## src/rtl/mem_result_checker_chk_watchdog.sv

```systemverilog
// Idle watchdog: counts enabled cycles and pulses expire on the cycle the count hits the limit.
module chk_watchdog #(
    parameter int unsigned TIMEOUT_CYCLES = 1000000
) (
    input  logic clk_i,
    input  logic rst_ni,
    input  logic en_i,
    output logic expire_o
);

    localparam int unsigned CntW = (TIMEOUT_CYCLES > 1) ? $clog2(TIMEOUT_CYCLES) : 1;
    localparam logic [CntW-1:0] Limit = CntW'(TIMEOUT_CYCLES - 1);

    logic [CntW-1:0] cnt_q, cnt_d;
    logic            at_limit;

    assign at_limit = (cnt_q == Limit);
    assign expire_o = en_i && at_limit;

    // Holds at the limit so a lingering enable cannot wrap back to zero.
    always_comb begin
        cnt_d = cnt_q;
        if (en_i && !at_limit) begin
            cnt_d = cnt_q + 1'b1;
        end
    end

    always_ff @(posedge clk_i or negedge rst_ni) begin
        if (!rst_ni) begin
            cnt_q <= '0;
        end else begin
            cnt_q <= cnt_d;
        end
    end

endmodule

```

## config.mk

```make
export PLATFORM = sky130hd
export DESIGN_NAME = chk_watchdog
export DESIGN_NICKNAME = d
export VERILOG_FILES = /design/src/rtl/mem_result_checker_chk_watchdog.sv
export SDC_FILE = /design/constraint.sdc
export NUM_CORES = 1
export LEC_CHECK = 0
export ABC_AREA = 1
export ABC_CLOCK_PERIOD_IN_PS = 3900
export CAP_MARGIN = 20
export CELL_PAD_IN_SITES_DETAIL_PLACEMENT = 0
export CELL_PAD_IN_SITES_GLOBAL_PLACEMENT = 1
export CORE_MARGIN = 2
export CORE_UTILIZATION = 30
export DETAILED_ROUTE_END_ITERATION = 16
export PLACE_DENSITY = 0.55
export SETUP_SLACK_MARGIN = 0.3
export SLEW_MARGIN = 20
export SYNTH_ARGS = -nofsm -noshare
export SYNTH_HDL_FRONTEND = slang
export SYNTH_SLANG_ARGS = --single-unit
```

## constraint.sdc

```tcl
create_clock -name clk_i -period 3.9 [get_ports clk_i]
set_input_delay 1.17 -clock clk_i [delete_from_list [all_inputs] [get_ports clk_i]]
set_output_delay 1.17 -clock clk_i [all_outputs]
set_load 0.02 [all_outputs]
```

==> out/results.tsv <==
stage	metric	value	unit
logic_synthesis	yosys_area	0.00122	mm2
logic_synthesis	yosys_warnings	0	
logic_synthesis	area_leaders	dfrtp_1, nand2_1, nor2_1, inv_1, xor2_1	
global_route	met1_usage	0.223	
critical_path	crit_path_cell_trace	clkdlybuf4s50_1, inv_2, nor2_1, dlygate4sd2_1	
critical_path	slowest_stage	clkdlybuf4s50_1	
route	postRouteAntennaNets	0	
critical_path	cp-end-kind	output port	
logic_synthesis	synthCells	172	
logic_synthesis	ys_sh_adder	0.0102	
cts	clkLatencyLatePin	0.26	ns
final_layout	reg_top3	cnt_q (20)	
sta	holdWs	0.519	ns
critical_path	worst-setup-path-type	in2out	
cts	clock-root-buffer	clkbuf_8	
global_route	overflow	0	
placement	hpwlAfterDp	2260	um
logic_synthesis	logic_family	simple AND/OR/NAND/NOR gates	
global_route	grt_pass1_vias	985	
final_layout	top_register	cnt_q	
floorplan	fp-utilization	0.307	
route	wl_per_cell	12.3	um
critical_path	max_stage_delay	0.50	ns
sta	fin_crit	3.36	ns
final_layout	n_antenna_cell	0	
critical_path	cp.arrival	2.19	ns
logic_synthesis	xor_share	0.0789	
critical_path	setup.worst_path.start_class	input pin	
logic_synthesis	synth.distinct_cells	18	
global_route	top_usage_layer	met1	
critical_path	critical_path.startpoint	en_i	
cts	clock_path_buffers	2	
logic_synthesis	syn-cell-area	0.00122	mm2
floorplan	die-width	67.8	um
logic_synthesis	top_area_cell	dfrtp_1	
logic_synthesis	synth_flops	20	
final_layout	drive_gt1_frac	0.0889	
cts	cts_tree	yes	
route	drc_errors	0	
cts	cts-htree-levels	1	
global_route	grt_pass1_wl	4990	um
pwr	p_per_area	345	mW/mm2
final_layout	instances_no_fill	230	
sta	rsz0062_at_grt	no	
final_layout	final_cell_mix	nand2_1, nor2_1, dfrtp_1	
route	first_pass_iters	4	
logic_synthesis	postSynthSeqShare	0.410	
logic_synthesis	mux_share	0	
pwr	p_leak	0.659	nW
run	warnings	26	
floorplan	die_h	67.8	um
sta	fmax	0.298	GHz
floorplan	boundaryPins	4	
floorplan	core	0.00397	mm2
sta	timing.slew.headroom	0.367	
placement	place.gp.congestion	0.748	
global_route	antenna_found_initial	0	
logic_synthesis	top_area_frac	0.410	
cts	clkSinkCount	20	
global_route	track_usage	0.150	
cts	cts-hold-fix-buffers	0	
logic_synthesis	synth_area_per_cell	7.10	um2
logic_synthesis	syn_nets	176	
logic_synthesis	yosys-stat-cells	172	
pwr	power	474	uW
global_route	grtUsageMet2	0.216	
worst_hold_path	hp-start	cnt_q[4]	
run_status	status	complete, no violations	
final_layout	largest_register_ffs	20	
sta	setup_viol	0	
floorplan	rows	23	
cts	cts-buffers-inserted	3	
worst_hold_path	hp-class	reg2reg	
-- stage by stage --
stage	cell area [um2]	setup WS [ns]
floorplan	1220	1.23
global placement	1320	0.256
detailed placement	1320	0.247
CTS	1380	0.525
global route	1380	0.481
finish	1380	0.542
-- per-layer routing --
metal | share of wire | vias up
met2 | 0.42 | 14
met5 | 0 | -
met1 | 0.53 | 460
met4 | 0.0060 | 0
li1 | - | 547
met3 | 0.038 | 2
-- synthesized netlist by cell type --
cell / instances
nand2_1: 56
or2_2: 1
ha_1: 1
xnor2_1: 4
nand3b_1: 3
inv_2: 2
inv_1: 19
nand3_1: 11
xor2_1: 7
nor2_1: 30
nand2b_1: 1
o21ai_0: 5
dfrtp_1: 20
nor2_4: 1
nor2_2: 2
nand3_2: 4
nand2_2: 1
nand4_1: 4
-- kinds of logic (layout without fill, tap and decap cells) --
family / after synthesis / in the layout
flops: 20 / 20
simple gates: 114 / 114
compound gates: 5 / 5
xor+xnor: 11 / 11
buf+inv: 21 / 29
fa+ha+maj: 1 / 1
-- area by class of cell --
cell class / count / area (um2)
Fill cell: 443 / 2600
Timing Repair Buffer: 4 / 36.3
Clock buffer: 4 / 55.1
Inverter: 21 / 78.8
Multi-Input combinational cell: 131 / 642
Sequential cell: 20 / 500
Tap cell: 50 / 62.6
-- report_power, final --
part	switching (mW)	internal, mW
combinational	0.0293	0.0280
clock	0.0723	0.0899
sequential	0.0264	0.228
-- timing repair --
action                                  CTS  global route
gates resized                             1             0
hold endpoints to repair                  0             0
endpoints found under the setup margin    1             0
-- final timing paths --
kind | slack [ns] | endpoint | depth (start not counted)
max | 0.54 | expire_o | 4
min | 0.52 | cnt_q[4] | 2
max reg2reg | 2.40 | cnt_q[4] | 8
min reg2reg | 0.52 | cnt_q[4] | 2
max in group asynchronous | 1.89 | cnt_q[7] | 1
min in group asynchronous | 1.43 | cnt_q[14] | 1
-- critical path, delay by kind of cell --
family | cells | cell delay (ns)
buf+inv | 3 | 0.92
simple gates | 1 | 0.10
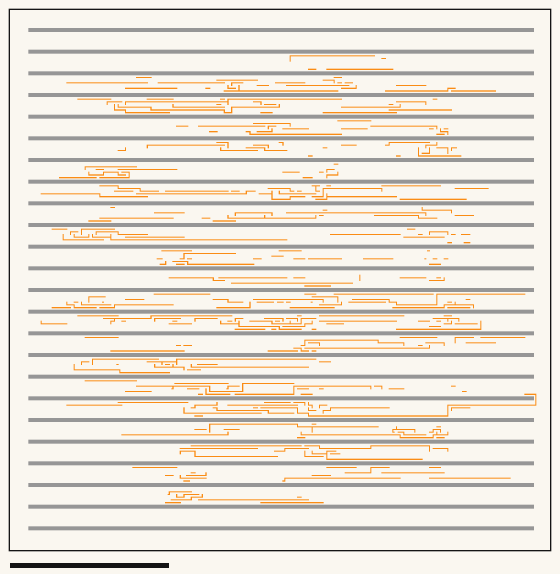
met1.png
The bar under the picture is 20 um long. Supply wires on this layer in gray.
main direction	horizontal
wire length on this layer	1520 um
nets with wire on the layer	174

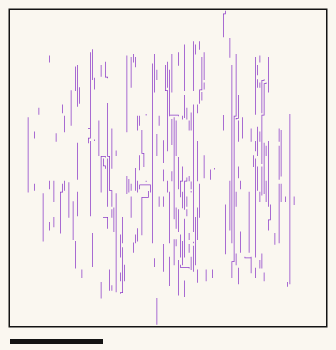
met2.png
The bar under the picture is 20 um long.
nets with wire on the layer	131
share of all routed wire	42%

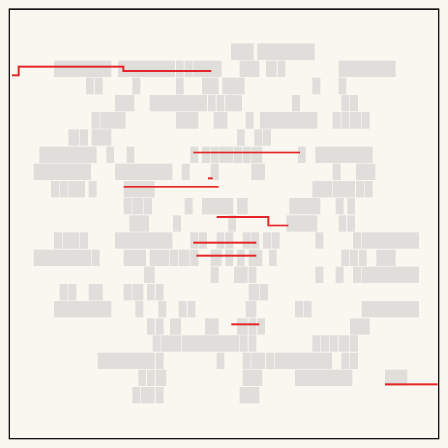
met3.png
nets with wire on the layer	7
share of all routed wire	3.8%
main direction	horizontal
wire length on this layer	108 um

Power is estimated from default activity; no workload was simulated.
